<file path="config.mk">
export PLATFORM = sky130hd
export DESIGN_NAME = video_in_capture_flat
export DESIGN_NICKNAME = d
export VERILOG_FILES = /design/src/rtl/video_in_capture_if.sv /design/src/rtl/video_in_capture.sv /design/src/flat_wrapper.sv
export SDC_FILE = /design/constraint.sdc
export NUM_CORES = 1
export LEC_CHECK = 0
export ABC_AREA = 1
export ABC_CLOCK_PERIOD_IN_PS = 3600
export CORE_UTILIZATION = 40
export DETAILED_ROUTE_END_ITERATION = 10
export GPL_TIMING_DRIVEN = 0
export PLACE_DENSITY_LB_ADDON = 0.15
export SETUP_SLACK_MARGIN = 0.1
export SYNTH_ARGS = -nofsm -noshare
export SYNTH_HDL_FRONTEND = slang
export SYNTH_SLANG_ARGS = --single-unit
</file>
<file path="constraint.sdc">
create_clock -name clk -period 3.6 [get_ports clk]
set_input_delay 0.9 -clock clk [delete_from_list [all_inputs] [get_ports clk]]
set_output_delay 0.9 -clock clk [all_outputs]
set_load 0.005 [all_outputs]
</file>
<file path="src/rtl/video_in_capture_if.sv">
// ---------------------------------------------------------------------------
// video_in_capture_if
// Write port between the video capture block and the downstream video-in FIFO.
//   fifo_w     : one-cycle write strobe, one per 32-bit word
//   fifo_data  : packed word, first pixel in [7:0], fourth pixel in [31:24]
//   fifo_full  : FIFO cannot accept a write in the current cycle
// Modports: master = capture side (drives the write), slave = FIFO side.
// ---------------------------------------------------------------------------
interface video_in_capture_if;
  logic        fifo_w;
  logic [31:0] fifo_data;
  logic        fifo_full;

  modport master (output fifo_w, output fifo_data, input fifo_full);
  modport slave  (input fifo_w, input fifo_data, output fifo_full);
endinterface

</file>
<file path="src/rtl/video_in_capture.sv">
// ---------------------------------------------------------------------------
// video_in_capture
// Capture side of the parallel video interface. Samples an 8-bit pixel stream
// qualified by frame_valid/line_valid, packs four pixels per 32-bit word and
// writes the words into the downstream FIFO. Tracks line and column position,
// flags frame-size mismatches and FIFO overflow, and drops the rest of a frame
// after an overflow.
//
// Parameters : p_WIDTH (pixels per line, multiple of 4), p_HEIGHT (lines/frame)
// Ports      : clk, RST (async, active-high)
//              pixel_in[7:0], frame_valid, line_valid   - camera/pattern pins
//              fifo (video_in_capture_if.master)        - FIFO write port
//              frame_start, frame_done                  - one-cycle pulses
//              line_count[9:0]                          - current/last line index
//              err_overflow, err_size                   - sticky error flags
//              err_clr                                  - sync clear of the flags
// Build option: define VIDEO_IN_SIZE_CHECK_EN to enable the line-length and
//              frame-height checks; otherwise err_size is tied to 0.
// ---------------------------------------------------------------------------
module video_in_capture #(
  parameter int p_WIDTH  = 640,
  parameter int p_HEIGHT = 480
) (
  input  logic                      clk,
  input  logic                      RST,
  input  logic [7:0]                pixel_in,
  input  logic                      frame_valid,
  input  logic                      line_valid,
  video_in_capture_if.master        fifo,
  output logic                      frame_start,
  output logic                      frame_done,
  output logic [9:0]                line_count,
  output logic                      err_overflow,
  output logic                      err_size,
  input  logic                      err_clr
);

`ifdef VIDEO_IN_SIZE_CHECK_EN
  localparam logic SIZE_CHECK_ON = 1'b1;
`else
  localparam logic SIZE_CHECK_ON = 1'b0;
`endif

  // Two spare bits so an over-long line does not alias onto p_WIDTH.
  localparam int COL_W = $clog2(p_WIDTH + 1) + 2;

  typedef enum logic [1:0] {S_SYNC, S_IDLE, S_ACTIVE, S_DROP} state_t;

  state_t             state, state_nx;
  logic [7:0]         pix_q;
  logic               fv_q, lv_q, fv_d, lv_d;
  logic [COL_W-1:0]   col, col_nx;
  logic [31:0]        pack, pack_nx;
  logic [31:0]        data_r, data_nx;
  logic               issue_r, issue_nx;
  logic               fs_nx, fd_nx;
  logic [9:0]         line_nx, line_inc;
  logic               ovf_nx, size_nx, err_size_r;
  logic               fv_rise, fv_fall, lv_fall, pix_ok, overflow_now;
  logic               line_err, frame_err;

  // fifo_full is sampled in the very cycle the write would happen, so the
  // strobe is the registered issue request gated by the live full flag.
  assign fifo.fifo_w    = issue_r & ~fifo.fifo_full;
  assign fifo.fifo_data = data_r;
  assign err_size       = err_size_r;

  // Next-state, packer, counters and error flags.
  always_comb begin
    fv_rise      = fv_q & ~fv_d;
    fv_fall      = fv_d & ~fv_q;
    lv_fall      = lv_d & ~lv_q;
    pix_ok       = fv_q & lv_q;
    overflow_now = issue_r & fifo.fifo_full;
    line_inc     = (line_count == 10'd1023) ? line_count : line_count + 10'd1;
    state_nx     = state;
    col_nx       = col;
    pack_nx      = pack;
    data_nx      = data_r;
    issue_nx     = 1'b0;
    fs_nx        = 1'b0;
    fd_nx        = 1'b0;
    line_nx      = line_count;
    line_err     = 1'b0;
    frame_err    = 1'b0;
    case (state)
      S_SYNC: begin
        if (!fv_q) begin
          state_nx = S_IDLE;
        end else begin
          state_nx = S_SYNC;
        end
      end
      S_IDLE: begin
        if (fv_rise) begin
          fs_nx    = 1'b1;
          line_nx  = 10'd0;
          col_nx   = {COL_W{1'b0}};
          pack_nx  = 32'd0;
          state_nx = S_ACTIVE;
        end else begin
          state_nx = S_IDLE;
        end
      end
      S_ACTIVE: begin
        if (overflow_now) begin
          // A dropped frame never reports frame_done, even if it ends now.
          state_nx = fv_fall ? S_IDLE : S_DROP;
        end else begin
          if (pix_ok) begin
            col_nx = col + COL_W'(1);
            if (col[1:0] == 2'd3) begin
              data_nx  = {pix_q, pack[23:0]};
              issue_nx = 1'b1;
              pack_nx  = 32'd0;
            end else begin
              pack_nx = pack | ({24'd0, pix_q} << {col[1:0], 3'd0});
            end
          end else if (lv_fall) begin
            // Unused lanes of a partial word are already zero in the packer.
            if (col[1:0] != 2'd0) begin
              data_nx  = pack;
              issue_nx = 1'b1;
            end else begin
              issue_nx = 1'b0;
            end
            line_err = (col != COL_W'(p_WIDTH));
            col_nx   = {COL_W{1'b0}};
            pack_nx  = 32'd0;
            line_nx  = line_inc;
          end else begin
            col_nx = col;
          end
          // Frame end uses the count already bumped by a coincident line end.
          if (fv_fall) begin
            frame_err = (line_nx != 10'(p_HEIGHT));
            fd_nx     = 1'b1;
            state_nx  = S_IDLE;
          end else begin
            state_nx = S_ACTIVE;
          end
        end
      end
      S_DROP: begin
        if (fv_fall) begin
          state_nx = S_IDLE;
        end else begin
          state_nx = S_DROP;
        end
      end
      default: begin
        state_nx = S_SYNC;
      end
    endcase
    // A new error in the same cycle as err_clr wins.
    ovf_nx  = (err_overflow & ~err_clr) | overflow_now;
    size_nx = (err_size_r & ~err_clr) | (SIZE_CHECK_ON & (line_err | frame_err));
  end

  // State and datapath registers.
  always_ff @(posedge clk or posedge RST) begin
    if (RST) begin
      state        <= S_SYNC;
      pix_q        <= 8'd0;
      // Frame assumed in progress at reset: SYNC waits for a real low sample.
      fv_q         <= 1'b1;
      fv_d         <= 1'b1;
      lv_q         <= 1'b0;
      lv_d         <= 1'b0;
      col          <= {COL_W{1'b0}};
      pack         <= 32'd0;
      data_r       <= 32'd0;
      issue_r      <= 1'b0;
      frame_start  <= 1'b0;
      frame_done   <= 1'b0;
      line_count   <= 10'd0;
      err_overflow <= 1'b0;
      err_size_r   <= 1'b0;
    end else begin
      state        <= state_nx;
      pix_q        <= pixel_in;
      fv_q         <= frame_valid;
      fv_d         <= fv_q;
      lv_q         <= line_valid;
      lv_d         <= lv_q;
      col          <= col_nx;
      pack         <= pack_nx;
      data_r       <= data_nx;
      issue_r      <= issue_nx;
      frame_start  <= fs_nx;
      frame_done   <= fd_nx;
      line_count   <= line_nx;
      err_overflow <= ovf_nx;
      err_size_r   <= size_nx;
    end
  end

endmodule
</file>
<file path="src/flat_wrapper.sv">
// flat-port wrapper written by rule: the top's interface ports become plain ports
module video_in_capture_flat 
#(
  parameter int p_WIDTH  = 640,
  parameter int p_HEIGHT = 480
)
  (clk, RST, pixel_in, frame_valid, line_valid, frame_start, frame_done, line_count, err_overflow, err_size, err_clr, fifo_fifo_w, fifo_fifo_data, fifo_fifo_full);
  video_in_capture_if fifo_i ();
  input  logic clk;
  input  logic RST;
  input  logic [7:0] pixel_in;
  input  logic frame_valid;
  input  logic line_valid;
  output logic frame_start;
  output logic frame_done;
  output logic [9:0] line_count;
  output logic err_overflow;
  output logic err_size;
  input  logic err_clr;
  output wire logic [$bits(fifo_i.fifo_w)-1:0] fifo_fifo_w;
  output wire logic [$bits(fifo_i.fifo_data)-1:0] fifo_fifo_data;
  input wire logic [$bits(fifo_i.fifo_full)-1:0] fifo_fifo_full;
  assign fifo_fifo_w = fifo_i.fifo_w;
  assign fifo_fifo_data = fifo_i.fifo_data;
  assign fifo_i.fifo_full = fifo_fifo_full;
  video_in_capture #(.p_WIDTH(p_WIDTH), .p_HEIGHT(p_HEIGHT)) u_core (.clk(clk), .RST(RST), .pixel_in(pixel_in), .frame_valid(frame_valid), .line_valid(line_valid), .fifo(fifo_i), .frame_start(frame_start), .frame_done(frame_done), .line_count(line_count), .err_overflow(err_overflow), .err_size(err_size), .err_clr(err_clr));
endmodule
</file>
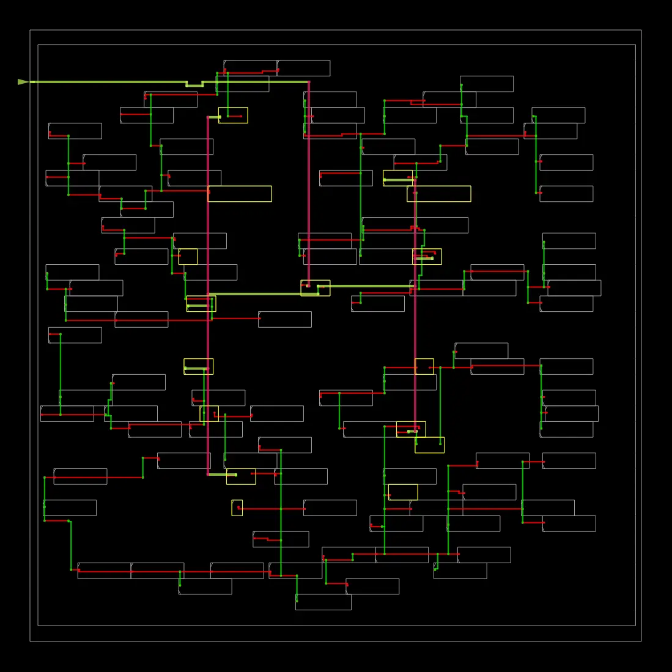
**Above:** the clock network.
Num CTS Buffers: 9
Seq cells: 95
CLK BUF: 10

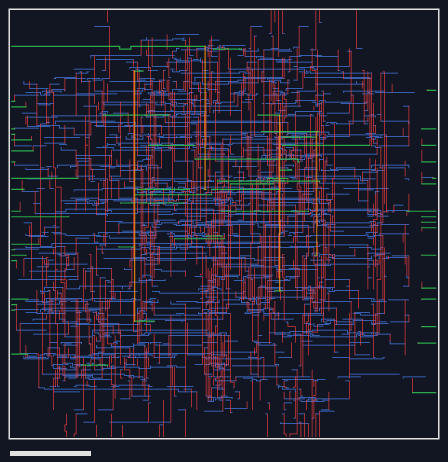
**Above:** signal wires by layer.
Scale bar: 20 um.
[metal 3] green | wire length: 455 um
[metal 1] blue | wire length: 5,060 um
[metal 2] red | wire length: 4,890 um
[metal 4] orange | wire length: 171 um

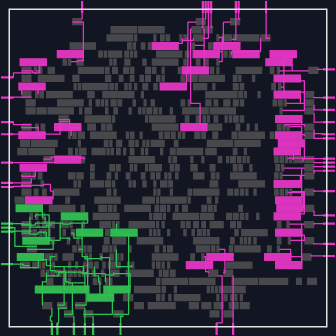
**Above:** port wiring.
[`fifo_fifo_data`] magenta | bits: 32 | direction: output | edge: 15 east, 8 north, 7 west, 2 south | end cells: 32 | buffers: 32 | wire: 675 um
[`line_count`] green | bits: 10 | direction: output | edge: 6 south, 4 west | end cells: 10 | buffers: 10 | wire: 457 um
I/O Buffers: 60
io pins: 61

==> impl_metrics.env <==
# flow metrics
export IMPL_overflow=0
export IMPL_avgSynthCellArea_um2=8.60
export IMPL_whs_path_depth=0
export IMPL_worstSetupStartpoint="fifo_fifo_full"
export IMPL_cp_end_kind="primary output"
export IMPL_ys_cells=502
export IMPL_slew_viol_final=0
export IMPL_cp_buffers_inverters=2
export IMPL_cellInternalPower_w=0.00220
export IMPL_top_cell_area_share_pct=53.9
export IMPL_wl_per_cell_um=14.8
export IMPL_r2r_end="u_core.fifo.fifo_data[4]"
export IMPL_postCtsSetupRepairBufs=0
export IMPL_finalHoldViolations=0
export IMPL_drc=0
export IMPL_p_comb_share_pct=31.0
export IMPL_post_place_ws_ps=762
export IMPL_place_inst=699
export IMPL_peakVddDrop_uv=253
export IMPL_synth_edff_count=0
export IMPL_drtIter0Drc=192
export IMPL_path_cells="clkdlybuf4s50_1 -> nor2_1 -> clkdlybuf4s50_1"
export IMPL_tritoncts="built"
export IMPL_hp_class="reg -> reg"
export IMPL_dr_wl_met3_um=454
export IMPL_warning_count=27
export IMPL_highest_layer="met4"
export IMPL_logic_family="simple AND/OR/NAND/NOR gates"
export IMPL_grt_max_degree=51
export IMPL_grt_pass1_wl_mm=17.8
export IMPL_largestClassByArea="registers"
export IMPL_antenna_found_initial=0
export IMPL_seq_power_w=0.00141
export IMPL_root_buffer="clkbuf_8"
export IMPL_pg_comb_w=0.000990
export IMPL_swShare_pct=31.3
export IMPL_critPathMostFrequentCell="clkdlybuf4s50_1"
export IMPL_die_area_mm2=0.0112
export IMPL_n_tap_cell=136
export IMPL_yosysTopAreaCell="dfrtp_1"
export IMPL_async_flop_share_pct=100
export IMPL_wl_met2_mm=4.89
export IMPL_placed_cell_area_mm2=0.00512
export IMPL_ys_sh_aoi_pct=14.6
export IMPL_worstPathArrival_ps=1930
export IMPL_cp_depth=3
export IMPL_required_ps=2700
export IMPL_antenna_cells=0
export IMPL_ant_nets=0
export IMPL_xor_area_share_pct=0.609
export IMPL_path_class="in -> out"
export IMPL_grtUsageTotal_pct=20.3
export IMPL_tightest_slew_ps=595
export IMPL_min_delay_start="u_core.fv_q"
export IMPL_syn_area_mm2=0.00432
export IMPL_drt_total_wl_mm=10.6
export IMPL_viasPerCell=5.05
export IMPL_final_clk_cell_share_pct=4.28
export IMPL_synth_cell_types=27
export IMPL_net_switching_power_w=0.000999
export IMPL_r2r_start="u_core.col[1]"
export IMPL_grt_use_met1_pct=29.2
export IMPL_max_stage_delay_ps=500
export IMPL_fin_hold_ws_ps=414
export IMPL_crit_end="fifo_fifo_w"
export IMPL_fin_skew_ps=12.3
export IMPL_post_route_period_util_pct=78.7
export IMPL_area_sequential_mm2=0.00238
export IMPL_fmax_mhz=353
export IMPL_area_growth_pct=23.8
export IMPL_cts_resized=0
export IMPL_drive_above_1_share_pct=8.29
export IMPL_cap_violations=0
export IMPL_grt_pass1_vias=3515
export IMPL_final_cell_mix="nand2_1 (95), dfrtp_1 (93), clkdlybuf4s50_1 (60)"
export IMPL_synth_adder_area_share_pct=0.869
export IMPL_min_period_ps=2830
export IMPL_setup_slack_ps=768
export IMPL_crit_family="buffers and inverters"
export IMPL_core_area_mm2=0.0104
export IMPL_logic_area_mm2=0.00156
export IMPL_syn_inst=502
export IMPL_grtUsageMet2_pct=31.4
export IMPL_dp_hpwl_mm=7.58
export IMPL_relSlewSlack_pct=60.4
export IMPL_comb_share_pct=29.2
export IMPL_rsz0062_at_grt="false"
export IMPL_fp_nets=519
export IMPL_path_max_fanout=2
export IMPL_initCoreUtil_pct=41.5
export IMPL_flop_cell="dfrtp_1"
export IMPL_nNonClkInverters=56
export IMPL_pwr_share_clk_pct=25.0
export IMPL_p_leak_nw=2.23
export IMPL_hold_buffers=0
export IMPL_critical_path_slowest_cell="clkdlybuf4s50_1"
export IMPL_ys_seq_elements=95
export IMPL_buffers=91
export IMPL_clockBufferDepth=2
export IMPL_stdcell_count=715
export IMPL_synthMuxAreaShare_pct=0
export IMPL_wl_met1_mm=5.06
export IMPL_power_density_mw_per_mm2=598
export IMPL_synth_most_common_cell="nand2_1"
export IMPL_lay_top_count="nand2_1"
export IMPL_ys_seq_share_pct=55.1
export IMPL_buf_share_pct=14.9
export IMPL_final_design_area_no_fill_mm2=0.00535
export IMPL_seq_share_pct=44.5
export IMPL_cts_sinks=95
export IMPL_htreeDepth=3
export IMPL_status="completed"
export IMPL_synthTopCellsByCount="nand2_1 (95), dfrtp_1 (93), inv_1 (51)"
export IMPL_die_h_um=106
